==> src/rtl/fft_r22sdf_pkg.sv <==
// Shared types and helpers for the R2^2SDF twiddle sequencer.
// Optional build macro used by the slice: FFT_TWIDDLE_QUAD_FOLD_EN.
package fft_r22sdf_pkg;

  typedef enum logic [0:0] {
    ST_IDLE = 1'b0,
    ST_RUN  = 1'b1
  } tw_state_e;

  typedef struct packed {
    logic swap;
    logic neg_re;
    logic neg_im;
  } fold_flags_t;

  // Per-sample exponent step m(q): the bit-reversed quadrant index.
  function automatic logic [1:0] quad_step(input logic [1:0] q);
    logic [1:0] m;
    case (q)
      2'd0:    m = 2'd0;
      2'd1:    m = 2'd2;
      2'd2:    m = 2'd1;
      2'd3:    m = 2'd3;
      default: m = 2'd0;
    endcase
    return m;
  endfunction

  function automatic int addr_width(input int nlog2, input bit fold_en);
    if (fold_en) begin
      return nlog2 - 32'sd2;
    end else begin
      return nlog2;
    end
  endfunction

endpackage

==> src/rtl/fft_r22sdf_twiddle_ctrl_if.sv <==
// Sample handshake and twiddle outputs of the twiddle sequencer.
// Fold flag wires exist only when FFT_TWIDDLE_QUAD_FOLD_EN is defined.
interface fft_r22sdf_twiddle_ctrl_if #(
  parameter int NLOG2  = 10,
`ifdef FFT_TWIDDLE_QUAD_FOLD_EN
  parameter int ADDR_W = NLOG2 - 2
`else
  parameter int ADDR_W = NLOG2
`endif
);
  logic              valid_i;
  logic              sync_i;
  logic              valid_o;
  logic              sof_o;
  logic [NLOG2-1:0]  ctr_o;
  logic [ADDR_W-1:0] w_addr_o;
`ifdef FFT_TWIDDLE_QUAD_FOLD_EN
  logic              w_swap_o;
  logic              w_neg_re_o;
  logic              w_neg_im_o;
`endif

  modport master (
    output valid_i, sync_i,
`ifdef FFT_TWIDDLE_QUAD_FOLD_EN
    input  w_swap_o, w_neg_re_o, w_neg_im_o,
`endif
    input  valid_o, sof_o, ctr_o, w_addr_o
  );

  modport slave (
    input  valid_i, sync_i,
`ifdef FFT_TWIDDLE_QUAD_FOLD_EN
    output w_swap_o, w_neg_re_o, w_neg_im_o,
`endif
    output valid_o, sof_o, ctr_o, w_addr_o
  );
endinterface

==> src/rtl/fft_twiddle_fold.sv <==
// Maps a full-circle exponent e onto a quarter-circle ROM offset plus
// swap/negate flags (downstream swaps re/im first, then negates).
module fft_twiddle_fold
  import fft_r22sdf_pkg::*;
#(
  parameter int NLOG2 = 10
) (
  input  logic [NLOG2-1:0] e,
  output logic [NLOG2-3:0] offset,
  output fold_flags_t      flags
);
  logic [1:0] quad_s;

  // Quadrant p selects the symmetry used to reach the first-quadrant entry.
  always_comb begin
    quad_s       = e[NLOG2-1:NLOG2-2];
    offset       = e[NLOG2-3:0];
    flags.swap   = quad_s[0];
    flags.neg_re = quad_s[1];
    flags.neg_im = quad_s[1] ^ quad_s[0];
  end
endmodule

==> src/rtl/fft_r22sdf_twiddle_ctrl.sv <==
// Twiddle sequencer for one R2^2SDF multiplier stage: sample counter plus
// accumulator-generated ROM address; FFT_TWIDDLE_QUAD_FOLD_EN adds quadrant folding.
module fft_r22sdf_twiddle_ctrl
  import fft_r22sdf_pkg::*;
#(
  parameter int FFT_N = 1024,
  parameter int NLOG2 = 10
) (
  input logic                      clk_i,
  input logic                      rst_n,
  fft_r22sdf_twiddle_ctrl_if.slave tw
);
`ifdef FFT_TWIDDLE_QUAD_FOLD_EN
  localparam bit FOLD_EN = 1'b1;
`else
  localparam bit FOLD_EN = 1'b0;
`endif
  localparam int ADDR_W = addr_width(NLOG2, FOLD_EN);
  localparam int R_W    = NLOG2 - 2;

  if ((2 ** NLOG2) != FFT_N || FFT_N < 16) begin : g_bad_cfg
    $error("fft_r22sdf_twiddle_ctrl: FFT_N must equal 2**NLOG2 and be >= 16");
  end

  tw_state_e         state_r, state_s;
  logic [NLOG2-1:0]  ctr_r, ctr_s;
  logic [NLOG2-1:0]  acc_r, acc_s;
  logic              pend_r, pend_s;
  logic              restart_s;
  logic [NLOG2-1:0]  n_s;
  logic [NLOG2-1:0]  e_s;
  logic [ADDR_W-1:0] addr_map_s;

  logic              valid_r, valid_s;
  logic              sof_r, sof_s;
  logic [NLOG2-1:0]  idx_r, idx_s;
  logic [ADDR_W-1:0] addr_r, addr_s;

`ifdef FFT_TWIDDLE_QUAD_FOLD_EN
  fold_flags_t fold_s;
  fold_flags_t flags_r, flags_s;

  fft_twiddle_fold #(.NLOG2(NLOG2)) u_fold (
    .e      (e_s),
    .offset (addr_map_s),
    .flags  (fold_s)
  );
`else
  assign addr_map_s = e_s;
`endif

  // Next-state: restart on IDLE/pending/sync, then advance index and exponent.
  always_comb begin
    state_s   = state_r;
    ctr_s     = ctr_r;
    acc_s     = acc_r;
    pend_s    = pend_r;
    valid_s   = 1'b0;
    sof_s     = sof_r;
    idx_s     = idx_r;
    addr_s    = addr_r;
`ifdef FFT_TWIDDLE_QUAD_FOLD_EN
    flags_s   = flags_r;
`endif
    restart_s = (state_r == ST_IDLE) | pend_r | tw.sync_i;
    n_s       = restart_s ? {NLOG2{1'b0}} : ctr_r;
    e_s       = restart_s ? {NLOG2{1'b0}} : acc_r;

    if (tw.valid_i) begin
      state_s = ST_RUN;
      pend_s  = 1'b0;
      ctr_s   = n_s + {{(NLOG2-1){1'b0}}, 1'b1};
      if (&n_s[R_W-1:0]) begin
        acc_s = {NLOG2{1'b0}};
      end else begin
        acc_s = e_s + {{(NLOG2-2){1'b0}}, quad_step(n_s[NLOG2-1:NLOG2-2])};
      end
      valid_s = 1'b1;
      sof_s   = (n_s == {NLOG2{1'b0}});
      idx_s   = n_s;
      addr_s  = addr_map_s;
`ifdef FFT_TWIDDLE_QUAD_FOLD_EN
      flags_s = fold_s;
`endif
    end else if (tw.sync_i) begin
      pend_s = 1'b1;
    end else begin
      pend_s = pend_r;
    end
  end

  // State and output registers with synchronous active-low reset.
  always_ff @(posedge clk_i) begin
    if (!rst_n) begin
      state_r <= ST_IDLE;
      ctr_r   <= {NLOG2{1'b0}};
      acc_r   <= {NLOG2{1'b0}};
      pend_r  <= 1'b0;
      valid_r <= 1'b0;
      sof_r   <= 1'b0;
      idx_r   <= {NLOG2{1'b0}};
      addr_r  <= {ADDR_W{1'b0}};
`ifdef FFT_TWIDDLE_QUAD_FOLD_EN
      flags_r <= 3'b000;
`endif
    end else begin
      state_r <= state_s;
      ctr_r   <= ctr_s;
      acc_r   <= acc_s;
      pend_r  <= pend_s;
      valid_r <= valid_s;
      sof_r   <= sof_s;
      idx_r   <= idx_s;
      addr_r  <= addr_s;
`ifdef FFT_TWIDDLE_QUAD_FOLD_EN
      flags_r <= flags_s;
`endif
    end
  end

  assign tw.valid_o    = valid_r;
  assign tw.sof_o      = sof_r;
  assign tw.ctr_o      = idx_r;
  assign tw.w_addr_o   = addr_r;
`ifdef FFT_TWIDDLE_QUAD_FOLD_EN
  assign tw.w_swap_o   = flags_r.swap;
  assign tw.w_neg_re_o = flags_r.neg_re;
  assign tw.w_neg_im_o = flags_r.neg_im;
`endif
endmodule

==> src/flat_wrapper.sv <==
// flat-port wrapper written by rule: the top's interface ports become plain ports
module fft_r22sdf_twiddle_ctrl_flat import fft_r22sdf_pkg::*;
#(
  parameter int FFT_N = 1024,
  parameter int NLOG2 = 10
)
  (clk_i, rst_n, tw_valid_i, tw_sync_i, tw_valid_o, tw_sof_o, tw_ctr_o, tw_w_addr_o);
  fft_r22sdf_twiddle_ctrl_if #(.NLOG2(NLOG2), .ADDR_W(((4)))) tw_i ();
  input logic clk_i;
  input logic rst_n;
  input wire logic [$bits(tw_i.valid_i)-1:0] tw_valid_i;
  input wire logic [$bits(tw_i.sync_i)-1:0] tw_sync_i;
  output wire logic [$bits(tw_i.valid_o)-1:0] tw_valid_o;
  output wire logic [$bits(tw_i.sof_o)-1:0] tw_sof_o;
  output wire logic [$bits(tw_i.ctr_o)-1:0] tw_ctr_o;
  output wire logic [$bits(tw_i.w_addr_o)-1:0] tw_w_addr_o;
  assign tw_i.valid_i = tw_valid_i;
  assign tw_i.sync_i = tw_sync_i;
  assign tw_valid_o = tw_i.valid_o;
  assign tw_sof_o = tw_i.sof_o;
  assign tw_ctr_o = tw_i.ctr_o;
  assign tw_w_addr_o = tw_i.w_addr_o;
  fft_r22sdf_twiddle_ctrl #(.FFT_N(FFT_N), .NLOG2(NLOG2)) u_core (.clk_i(clk_i), .rst_n(rst_n), .tw(tw_i));
endmodule
==> config.mk <==
export PLATFORM = sky130hd
export DESIGN_NAME = fft_r22sdf_twiddle_ctrl_flat
export DESIGN_NICKNAME = d
export VERILOG_FILES = /design/src/rtl/fft_r22sdf_pkg.sv /design/src/rtl/fft_r22sdf_twiddle_ctrl_if.sv /design/src/rtl/fft_twiddle_fold.sv /design/src/rtl/fft_r22sdf_twiddle_ctrl.sv /design/src/flat_wrapper.sv
export SDC_FILE = /design/constraint.sdc
export NUM_CORES = 1
export LEC_CHECK = 0
export CAP_MARGIN = 5
export CORE_MARGIN = 5
export CORE_UTILIZATION = 30
export DETAILED_ROUTE_END_ITERATION = 12
export GPL_TIMING_DRIVEN = 1
export PLACE_DENSITY = 0.54
export SYNTH_ARGS = -nofsm -noshare
export SYNTH_HDL_FRONTEND = slang
export SYNTH_HIERARCHICAL = 1
export SYNTH_SLANG_ARGS = --single-unit
==> constraint.sdc <==
create_clock -name clk_i -period 5.3 [get_ports clk_i]
set_input_delay 1.06 -clock clk_i [delete_from_list [all_inputs] [get_ports clk_i]]
set_output_delay 1.06 -clock clk_i [all_outputs]
set_load 0.005 [all_outputs]
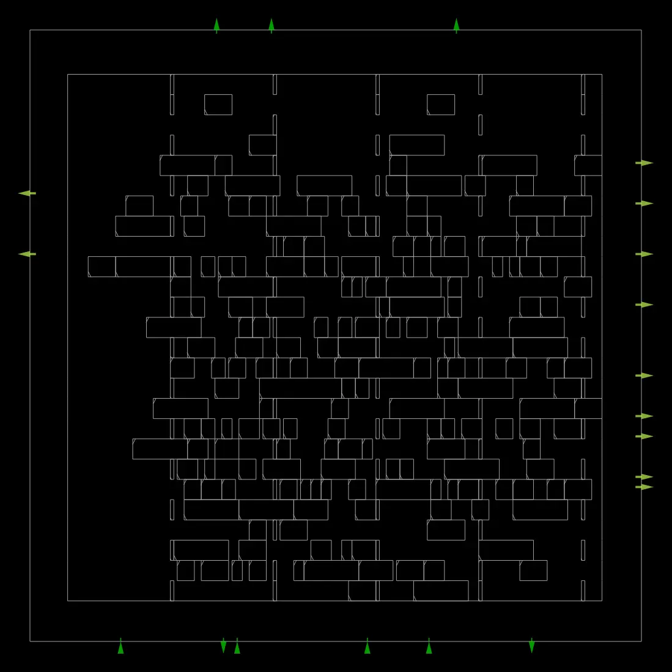
**Above:** cell placement.
fillers: 544
n_taps: 70
Final Util: 38.1%

==> results_slide.txt <==
Implementation Results

Status
  • Status: completed

Worst setup path
  • Reg2reg start: u_core/state_r$_SDFFE_PN0P_
  • Levels on crit path: 8

Synthesis
  • Max-area cell share: 41.1%
  • Most frequent cells after synthesis: dfxtp_1, a21boi_0, nand2b_1, nand2_1, nand3_1
  • Xor+xnor area frac: 0.561%
  • Net count after synthesis: 187
  • Synth async-reset ratio: 0%
  • Area leader, netlist: dfxtp_1

Global routing
  • Met3 Resource Use GR: 4.12%

Final timing
  • Tightest Pin Transition: 1.03 ns
  • Setup violators final: 0

CTS
  • CTS tree: built
  • CTS H-tree lvls: 2
  • Setup bufs post-CTS: 0
  • Latency at later pin: 0.28 ns

Detailed routing
  • DR DRC count: 0
  • Uppermost routed layer: met4

Layout
  • Sequential cell count: 32
  • ClkCell Share: 6.54%
  • Inverter count: 7
  • Seq area share: 33.2%

Die
  • Die ar.: 0.00674 mm²
  • Area of the core: 0.00507 mm²

Min path
  • Worst hold path type: reg2reg
  • Worst hold start: u_core/acc_r[0]$_SDFFE_PN0P_
  • Hold Path End: u_core/acc_r[0]$_SDFFE_PN0P_

Power and ir drop
  • Share of power burned in registers: 46.1%
  • Max power group: clock
  • Comb power frac: 5.6%
  • IR drop worst, VDD: 0.0000754 V

Placement
  • Post-DP HPWL: 2220 µm
  • GPL Wtd Cong: 0.775
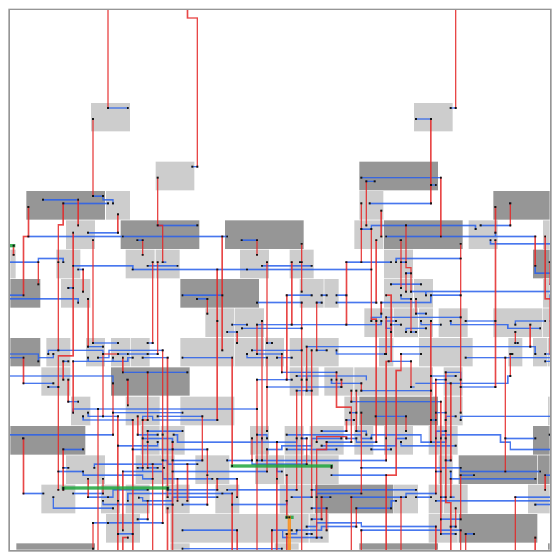
**Above:** zoomed window.
Window x 16 to 66, y 32 to 82 µm. Cells in grey, sequential cells in the stronger grey; small squares are vias.
green -> metal 3
blue -> metal 1
orange -> metal 4
red -> metal 2
netlist names of flops here include = `u_core/acc_r` (4), `u_core/ctr_r` (4), `u_core/tw.ctr_o` (3)
most frequent = dfxtp_1 (13), nand3_1 (10), a21boi_0 (10)
sequential cells in the window = 13
cells with their middle in the window = 91

-- worst reg2reg max path: cells and delay by family, from the launching register on --
kind,cells,cell delay (ns)
and+or+nand+nor,3,1.34
adders and majority gates,2,0.63
DFF,1,0.35
AOI/OAI and AO/OA,1,0.18
buffers and inverters,1,0.06
-- placed cells by master, fill, tap and decap left out, types with 2 or more instances in the layout --
cell,n
a21oi_1,4
clkbuf_8,7
a21o_1,2
a22oi_1,2
buf_4,2
and4_1,2
ha_1,4
and2_1,7
nor3b_1,2
o211ai_1,2
clkdlybuf4s50_1,19
nor4_1,2
nand2b_1,16
and3_1,3
a21boi_0,18
nand2_1,13
and4b_1,2
o21ai_0,8
o21a_1,3
nand3b_1,4
dfxtp_1,32
inv_1,6
nor2b_1,5
nand3_1,13
nor2_1,2
a31o_2,2
Power and IR drop assume default switching activity.
